Fig. 1: metal 1
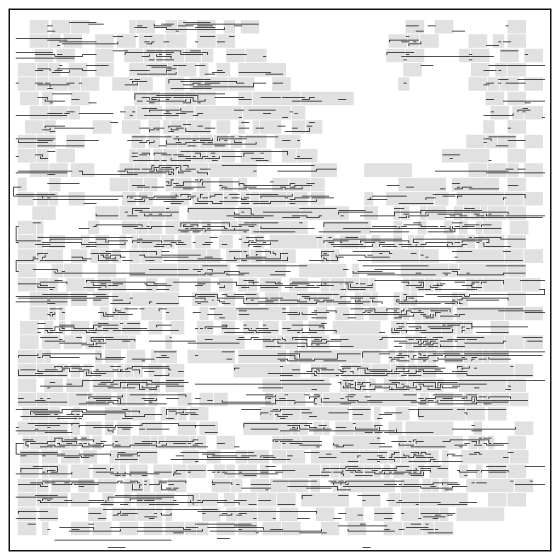
Fig. 2: metal 2
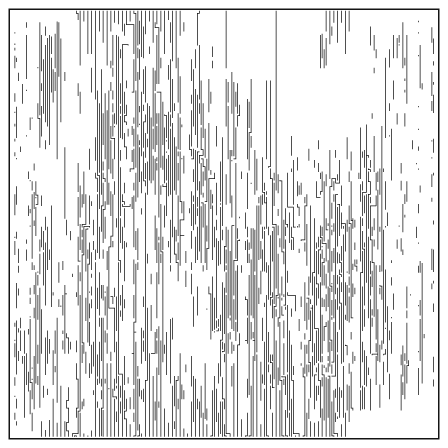
Fig. 3: signal wires on met4
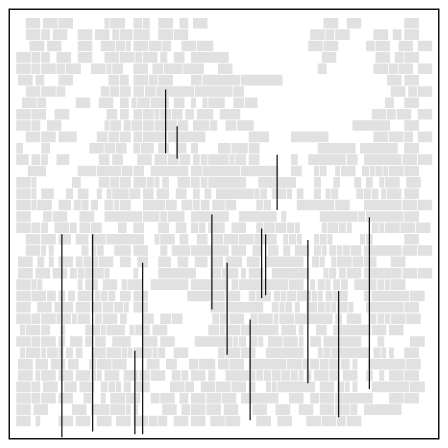
<file path="src/rtl/riscv_lsu_pkg.sv">
// Shared definitions for the MEM-stage load/store unit: funct3 codes, FSM encoding,
// the default access timeout and the store lane helpers.
package riscv_lsu_pkg;

  localparam logic [2:0] F3_B  = 3'b000;
  localparam logic [2:0] F3_H  = 3'b001;
  localparam logic [2:0] F3_W  = 3'b010;
  localparam logic [2:0] F3_BU = 3'b100;
  localparam logic [2:0] F3_HU = 3'b101;

  typedef enum logic [1:0] {
    IDLE   = 2'd0,
    REQ    = 2'd1,
    WAIT_R = 2'd2
  } lsu_state_t;

  localparam int unsigned LSU_TIMEOUT_CYCLES = 64;
  localparam int unsigned LSU_CNT_W          = 7;

  // Byte enables for an access of width f3 at byte offset off
  function automatic logic [3:0] lane_be(input logic [2:0] f3, input logic [1:0] off);
    case (f3)
      F3_B, F3_BU: return 4'b0001 << off;
      F3_H, F3_HU: return 4'b0011 << off;
      default:     return 4'hF;
    endcase
  endfunction

  // Store data replicated across every lane the access could land on
  function automatic logic [31:0] lane_wdata(input logic [2:0] f3, input logic [31:0] d);
    case (f3)
      F3_B, F3_BU: return {4{d[7:0]}};
      F3_H, F3_HU: return {2{d[15:0]}};
      default:     return d;
    endcase
  endfunction

endpackage

</file>
<file path="src/rtl/mem_access_unit_if.sv">
// Data-memory request/grant/rvalid bus between the load/store unit (master) and memory (slave).
interface mem_access_unit_if;
  logic        dmem_req;
  logic        dmem_we;
  logic [31:0] dmem_addr;
  logic [3:0]  dmem_be;
  logic [31:0] dmem_wdata;
  logic        dmem_gnt;
  logic        dmem_rvalid;
  logic [31:0] dmem_rdata;

  modport master (
    output dmem_req, dmem_we, dmem_addr, dmem_be, dmem_wdata,
    input  dmem_gnt, dmem_rvalid, dmem_rdata
  );

  modport slave (
    input  dmem_req, dmem_we, dmem_addr, dmem_be, dmem_wdata,
    output dmem_gnt, dmem_rvalid, dmem_rdata
  );
endinterface

</file>
<file path="src/rtl/mem_access_unit_load_align.sv">
// Selects the addressed lane of a read word and sign/zero-extends it by funct3.
module lsu_load_align
  import riscv_lsu_pkg::*;
(
  input  logic [31:0] rdata_i,
  input  logic [1:0]  offset_i,
  input  logic [2:0]  funct3_i,
  output logic [31:0] data_o
);

  logic [31:0] shifted;

  always_comb begin
    shifted = rdata_i >> {offset_i, 3'b000};
    case (funct3_i)
      F3_B:    data_o = {{24{shifted[7]}}, shifted[7:0]};
      F3_H:    data_o = {{16{shifted[15]}}, shifted[15:0]};
      F3_BU:   data_o = {24'h0, shifted[7:0]};
      F3_HU:   data_o = {16'h0, shifted[15:0]};
      default: data_o = rdata_i;
    endcase
  end

endmodule

</file>
<file path="src/rtl/mem_access_unit.sv">
// MEM-stage load/store unit: runs the dmem handshake, stalls the front of the pipe while an
// access is outstanding, aligns load data and forwards writeback controls to MEM/WB.
module mem_access_unit
  import riscv_lsu_pkg::*;
#(
  parameter int unsigned TIMEOUT_CYCLES = LSU_TIMEOUT_CYCLES,
  parameter int unsigned CNT_W          = LSU_CNT_W
) (
  input  logic        clk,
  input  logic        rst,
  input  logic        ex_mem_valid,
  input  logic        ex_mem_load,
  input  logic        ex_mem_store,
  input  logic [2:0]  ex_mem_funct3,
  input  logic [31:0] ex_mem_result,
  input  logic [31:0] ex_mem_store_data,
  input  logic [4:0]  ex_mem_rd,
  input  logic        ex_mem_reg_file,
  mem_access_unit_if.master dmem,
  output logic        mem_stall,
  output logic        mem_wb_load,
  output logic        mem_wb_reg_file,
  output logic [31:0] mem_calculated_result,
  output logic [4:0]  mem_wb_rd,
  output logic [31:0] mem_read_data,
  output logic        mem_misaligned,
  output logic        mem_bus_err
);

  localparam logic [1:0] ST_IDLE   = IDLE;
  localparam logic [1:0] ST_REQ    = REQ;
  localparam logic [1:0] ST_WAIT_R = WAIT_R;

  logic [1:0]       state_q, state_d;
  logic [CNT_W-1:0] cnt_q, cnt_d;
  logic [31:0]      rdata_q, rdata_d;
  logic [1:0]       offset_q, offset_d;

  logic        mem_op, misaligned, timeout;
  logic        req_c, stall_c, misal_c, bus_err_c, wb_ok;
  logic [31:0] load_data;

  assign mem_op  = ex_mem_valid & (ex_mem_load | ex_mem_store);
  assign timeout = (state_q != ST_IDLE) && (cnt_q == CNT_W'(TIMEOUT_CYCLES - 1));

  always_comb begin
    case (ex_mem_funct3)
      F3_W:       misaligned = |ex_mem_result[1:0];
      F3_H, F3_HU: misaligned = ex_mem_result[0];
      default:    misaligned = 1'b0;
    endcase
  end

  // Lane offset is the one latched at grant, so a late address change cannot mis-steer the data
  lsu_load_align u_align (
    .rdata_i  (dmem.dmem_rdata),
    .offset_i (offset_q),
    .funct3_i (ex_mem_funct3),
    .data_o   (load_data)
  );

  // Next-state and handshake decode; a response in the timeout cycle wins over the abort
  always_comb begin
    state_d   = state_q;
    cnt_d     = cnt_q;
    rdata_d   = rdata_q;
    offset_d  = offset_q;
    req_c     = 1'b0;
    stall_c   = 1'b0;
    misal_c   = 1'b0;
    bus_err_c = 1'b0;
    case (state_q)
      ST_IDLE: begin
        if (mem_op && misaligned) begin
          misal_c = 1'b1;
        end else if (mem_op) begin
          req_c = 1'b1;
          cnt_d = '0;
          if (!dmem.dmem_gnt) begin
            state_d = ST_REQ;
            stall_c = 1'b1;
          end else if (!ex_mem_store) begin
            state_d  = ST_WAIT_R;
            offset_d = ex_mem_result[1:0];
            stall_c  = 1'b1;
          end
        end
      end
      ST_REQ: begin
        req_c = 1'b1;
        if (dmem.dmem_gnt && ex_mem_store) begin
          state_d = ST_IDLE;
        end else if (dmem.dmem_gnt) begin
          state_d  = ST_WAIT_R;
          cnt_d    = '0;
          offset_d = ex_mem_result[1:0];
          stall_c  = 1'b1;
        end else if (timeout) begin
          state_d   = ST_IDLE;
          bus_err_c = 1'b1;
        end else begin
          cnt_d   = cnt_q + CNT_W'(1);
          stall_c = 1'b1;
        end
      end
      ST_WAIT_R: begin
        if (dmem.dmem_rvalid) begin
          state_d = ST_IDLE;
          rdata_d = load_data;
        end else if (timeout) begin
          state_d   = ST_IDLE;
          bus_err_c = 1'b1;
        end else begin
          cnt_d   = cnt_q + CNT_W'(1);
          stall_c = 1'b1;
        end
      end
      default: state_d = ST_IDLE;
    endcase
  end

  always_ff @(posedge clk or negedge rst) begin
    if (!rst) begin
      state_q  <= ST_IDLE;
      cnt_q    <= '0;
      rdata_q  <= '0;
      offset_q <= '0;
    end else begin
      state_q  <= state_d;
      cnt_q    <= cnt_d;
      rdata_q  <= rdata_d;
      offset_q <= offset_d;
    end
  end

  // Every output, including the decoded ones, is forced low while reset is held
  assign wb_ok = rst & ex_mem_valid & ~stall_c & ~misal_c & ~bus_err_c;

  assign dmem.dmem_req   = rst & req_c;
  assign dmem.dmem_we    = rst & req_c & ex_mem_store;
  assign dmem.dmem_addr  = rst ? {ex_mem_result[31:2], 2'b00} : 32'h0;
  assign dmem.dmem_be    = rst ? lane_be(ex_mem_funct3, ex_mem_result[1:0]) : 4'h0;
  assign dmem.dmem_wdata = rst ? lane_wdata(ex_mem_funct3, ex_mem_store_data) : 32'h0;

  assign mem_stall             = rst & stall_c;
  assign mem_misaligned        = rst & misal_c;
  assign mem_bus_err           = rst & bus_err_c;
  assign mem_wb_load           = ex_mem_load & wb_ok;
  assign mem_wb_reg_file       = ex_mem_reg_file & wb_ok;
  assign mem_calculated_result = rst ? ex_mem_result : 32'h0;
  assign mem_wb_rd             = rst ? ex_mem_rd : 5'h0;
  assign mem_read_data         = rdata_q;

endmodule
</file>
<file path="src/flat_wrapper.sv">
// flat-port wrapper written by rule: the top's interface ports become plain ports
module mem_access_unit_flat import riscv_lsu_pkg::*;
#(
  parameter int unsigned TIMEOUT_CYCLES = LSU_TIMEOUT_CYCLES,
  parameter int unsigned CNT_W          = LSU_CNT_W
)
  (clk, rst, ex_mem_valid, ex_mem_load, ex_mem_store, ex_mem_funct3, ex_mem_result, ex_mem_store_data, ex_mem_rd, ex_mem_reg_file, mem_stall, mem_wb_load, mem_wb_reg_file, mem_calculated_result, mem_wb_rd, mem_read_data, mem_misaligned, mem_bus_err, dmem_dmem_req, dmem_dmem_we, dmem_dmem_addr, dmem_dmem_be, dmem_dmem_wdata, dmem_dmem_gnt, dmem_dmem_rvalid, dmem_dmem_rdata);
  mem_access_unit_if dmem_i ();
  input  logic clk;
  input  logic rst;
  input  logic ex_mem_valid;
  input  logic ex_mem_load;
  input  logic ex_mem_store;
  input  logic [2:0] ex_mem_funct3;
  input  logic [31:0] ex_mem_result;
  input  logic [31:0] ex_mem_store_data;
  input  logic [4:0] ex_mem_rd;
  input  logic ex_mem_reg_file;
  output logic mem_stall;
  output logic mem_wb_load;
  output logic mem_wb_reg_file;
  output logic [31:0] mem_calculated_result;
  output logic [4:0] mem_wb_rd;
  output logic [31:0] mem_read_data;
  output logic mem_misaligned;
  output logic mem_bus_err;
  output wire logic [$bits(dmem_i.dmem_req)-1:0] dmem_dmem_req;
  output wire logic [$bits(dmem_i.dmem_we)-1:0] dmem_dmem_we;
  output wire logic [$bits(dmem_i.dmem_addr)-1:0] dmem_dmem_addr;
  output wire logic [$bits(dmem_i.dmem_be)-1:0] dmem_dmem_be;
  output wire logic [$bits(dmem_i.dmem_wdata)-1:0] dmem_dmem_wdata;
  input wire logic [$bits(dmem_i.dmem_gnt)-1:0] dmem_dmem_gnt;
  input wire logic [$bits(dmem_i.dmem_rvalid)-1:0] dmem_dmem_rvalid;
  input wire logic [$bits(dmem_i.dmem_rdata)-1:0] dmem_dmem_rdata;
  assign dmem_dmem_req = dmem_i.dmem_req;
  assign dmem_dmem_we = dmem_i.dmem_we;
  assign dmem_dmem_addr = dmem_i.dmem_addr;
  assign dmem_dmem_be = dmem_i.dmem_be;
  assign dmem_dmem_wdata = dmem_i.dmem_wdata;
  assign dmem_i.dmem_gnt = dmem_dmem_gnt;
  assign dmem_i.dmem_rvalid = dmem_dmem_rvalid;
  assign dmem_i.dmem_rdata = dmem_dmem_rdata;
  mem_access_unit #(.TIMEOUT_CYCLES(TIMEOUT_CYCLES), .CNT_W(CNT_W)) u_core (.clk(clk), .rst(rst), .ex_mem_valid(ex_mem_valid), .ex_mem_load(ex_mem_load), .ex_mem_store(ex_mem_store), .ex_mem_funct3(ex_mem_funct3), .ex_mem_result(ex_mem_result), .ex_mem_store_data(ex_mem_store_data), .ex_mem_rd(ex_mem_rd), .ex_mem_reg_file(ex_mem_reg_file), .dmem(dmem_i), .mem_stall(mem_stall), .mem_wb_load(mem_wb_load), .mem_wb_reg_file(mem_wb_reg_file), .mem_calculated_result(mem_calculated_result), .mem_wb_rd(mem_wb_rd), .mem_read_data(mem_read_data), .mem_misaligned(mem_misaligned), .mem_bus_err(mem_bus_err));
endmodule
</file>
<file path="config.mk">
export PLATFORM = sky130hd
export DESIGN_NAME = mem_access_unit_flat
export DESIGN_NICKNAME = d
export VERILOG_FILES = /design/src/rtl/riscv_lsu_pkg.sv /design/src/rtl/mem_access_unit_if.sv /design/src/rtl/mem_access_unit_load_align.sv /design/src/rtl/mem_access_unit.sv /design/src/flat_wrapper.sv
export SDC_FILE = /design/constraint.sdc
export NUM_CORES = 1
export LEC_CHECK = 0
export ABC_CLOCK_PERIOD_IN_PS = 2300
export CAP_MARGIN = 0
export CORE_MARGIN = 1
export CORE_UTILIZATION = 35
export CTS_BUF_LIST = sky130_fd_sc_hd__clkbuf_16
export CTS_CLUSTER_SIZE = 40
export DETAILED_ROUTE_END_ITERATION = 10
export MAX_ROUTING_LAYER = met4
export PLACE_DENSITY = 0.82
export SLEW_MARGIN = 20
export SYNTH_ARGS = -nofsm -noshare
export SYNTH_HDL_FRONTEND = slang
export SYNTH_SLANG_ARGS = --single-unit
</file>
<file path="constraint.sdc">
create_clock -name clk -period 2.3 [get_ports clk]
set_clock_uncertainty 0.2 [all_clocks]
set_input_delay 0.345 -clock clk [delete_from_list [all_inputs] [get_ports clk]]
set_output_delay 0.345 -clock clk [all_outputs]
set_load 0.005 [all_outputs]
</file>
==> results.sh <==
# yosys + openroad results
export IMPL_gp_congestion=0.9307
export IMPL_warnings=31
export IMPL_core_area_um2=9774
export IMPL_synthToLayoutAreaGrowth_pct=92.49
export IMPL_cp_start_kind="flip-flop"
export IMPL_n_fill_cell=757
export IMPL_max_vdd_ir_drop_mv=0.3680
export IMPL_synthTopLogicFamily="simple AND/OR/NAND/NOR gates"
export IMPL_final_period_minus_worst_setup_slack_ns=2.539
export IMPL_max_clock_freq_mhz=393.8
export IMPL_drive_above_1_share=0.1722
export IMPL_violations="negative setup slack"
export IMPL_critPathArrivalTime_ns=1.99
export IMPL_setup_viol=4
export IMPL_met3_length_um=1110
export IMPL_dp_hpwl_um=10920
export IMPL_overflow=0
export IMPL_yosys_cells=469
export IMPL_simple_gate_share=0.2844
export IMPL_ff_type="dfrtp_1"
export IMPL_cts_clk_slew_worst_paths_ns=0.06
export IMPL_grt_pass1_vias=4378
export IMPL_synth_warnings=0
export IMPL_period_used=1.104
export IMPL_rows=36
export IMPL_critPathKind="flip-flop to output port"
export IMPL_finalHoldViolations=0
export IMPL_viasPerCell=5.181
export IMPL_initial_utilization=0.3614
export IMPL_grt_max_degree=41
export IMPL_cp_max_fo=2
export IMPL_diodes=0
export IMPL_mux_share=0.08289
export IMPL_syn_area_um2=3532
export IMPL_fp_dieH_um=102.5
export IMPL_worstSkewPairLatency_ns=0.29
export IMPL_max_cap_violations=0
export IMPL_h_tree_depth=2
export IMPL_synth_async_sr_flop_share=1.000
export IMPL_synth_top_cell_by_area="dfrtp_1"
export IMPL_cp_end_kind="output port"
export IMPL_grt_setup_unrepaired="true"
export IMPL_hold_class="input pin to async pin"
export IMPL_ys_seq_frac=0.3046
export IMPL_drt_iter0_markers=224
export IMPL_status="finished with violations"
export IMPL_top_layer_used="met4"
export IMPL_setup_slack_ns=-0.2391
export IMPL_boundaryPins=256
export IMPL_drv_slew=0
export IMPL_synth_cells=469
export IMPL_wl_met1_um=5479
export IMPL_port_buffers=253
export IMPL_final_util=0.6956
About Fig. 1:
- share of all routed wire: 38%
- main direction: horizontal
- nets with wire on the layer: 723
M1 GR Usage: 0.3030
DRT Wirelength: 14280 um

About Fig. 2:
- nets with wire on the layer: 758
- longest straight run: 53.5 um
GR Util met2: 0.4667
Vias: 4570

About Fig. 3:
- longest straight run: 48.3 um
- share of all routed wire: 2.8%

[final timing paths]
kind,from,to,slack [ns],cells after the start
setup / recovery,u_core.state_q[0]$_DFFE_PN0P_,mem_wb_reg_file,-0.24,9
hold / removal,rst,u_core.mem_read_data[0]$_DFFE_PN0P_,0.12,3
setup reg to reg,u_core.state_q[0]$_DFFE_PN0P_,u_core.cnt_q[0]$_DFFE_PN0P_,0.05,10
hold reg to reg,u_core.mem_read_data[1]$_DFFE_PN0P_,u_core.mem_read_data[1]$_DFFE_PN0P_,0.29,2
max in group asynchronous,rst,u_core.mem_read_data[21]$_DFFE_PN0P_,1.14,3
min in group clk,u_core.mem_read_data[1]$_DFFE_PN0P_,u_core.mem_read_data[1]$_DFFE_PN0P_,0.29,2
[critical path, cell delays in order, from the launching register on]
cell,delay [ns]
dfrtp_1,0.38
inv_2,0.07
ha_4,0.16
nand4bb_4,0.23
nand2b_4,0.17
a32oi_2,0.18
a21oi_2,0.09
buf_4,0.15
nor3_2,0.15
buf_2,0.13
[layout by cell type, fill, tap and decap left out, types with 3 or more instances in the layout]
master,count
o21ai_0,36
nor2b_1,3
buf_6,9
nor2b_4,3
nand3b_1,3
nand2_1,57
ha_4,3
dfrtp_1,43
a22o_1,3
o21a_1,3
clkbuf_16,5
dlygate4sd2_1,13
inv_1,3
buf_2,6
mux2i_1,27
and3_1,3
o21ai_1,3
nor2_1,40
dlymetal6s2s_1,10
and2_1,46
clkdlybuf4s50_1,220
nand3_1,30
a22oi_1,8
clkinv_2,3
o22ai_1,8
nand4_1,3
buf_4,70
nor2_2,4
a21oi_1,36
a31o_2,4
[where the power goes]
part | total [mW] | leakage (nW) | switching [mW] | internal [mW]
clock | 0.683 | 0.0733 | 0.287 | 0.396
combinational | 3.05 | 2.51 | 1.30 | 1.75
sequential | 1.27 | 0.552 | 0.195 | 1.07
total | 5.00 | 3.13 | 1.78 | 3.22
[metrics by stage]
stage / area (um^2) / total power, mW / worst slack, ns / TNS [ns] / hold slack [ns]
after floorplan: 3536 / 2.498 / 0.1553 / 0 / -0.1506
after detailed placement: 6331 / 3.991 / -0.7142 / -10.42 / 0.2241
final: 6799 / 4.999 / -0.2391 / -0.7487 / 0.1154
after global placement: 6331 / 3.886 / -0.7016 / -9.623 / 0.2172
after global routing: 6799 / 5.330 / -0.3259 / -1.038 / 0.1608
after CTS: 6699 / 4.895 / -0.1875 / -0.5117 / 0.1405
[final cells by class]
cell class	instances	area, um^2	share of cell area
flip-flops and latches	43	1076	0.1583
multi-input cells	358	2202	0.3239
well taps	133	166.4	0.02448
clock buffers	5	125.1	0.01840
inverters	5	18.77	0.002760
clock inverters	3	15.01	0.002208
repair buffers	335	3196	0.4700
[registers in the layout (all words and copies together), names as in the netlist]
signal	flops
u_core.offset_q	2
u_core.mem_read_data	32
u_core.cnt_q	7
u_core.state_q	2
[what timing repair did]
| action | in CTS | in global routing |
|---|---|---|
| pin swaps | 15 | 12 |
| gates resized | 75 | 27 |
| hold endpoints to repair | 18 | 0 |
| gates cloned | 1 | 0 |
| endpoints found under the setup margin | 29 | 24 |
| setup buffers | 13 | 4 |
| hold buffers | 2 | 0 |
Power is estimated from default activity; no workload was simulated.
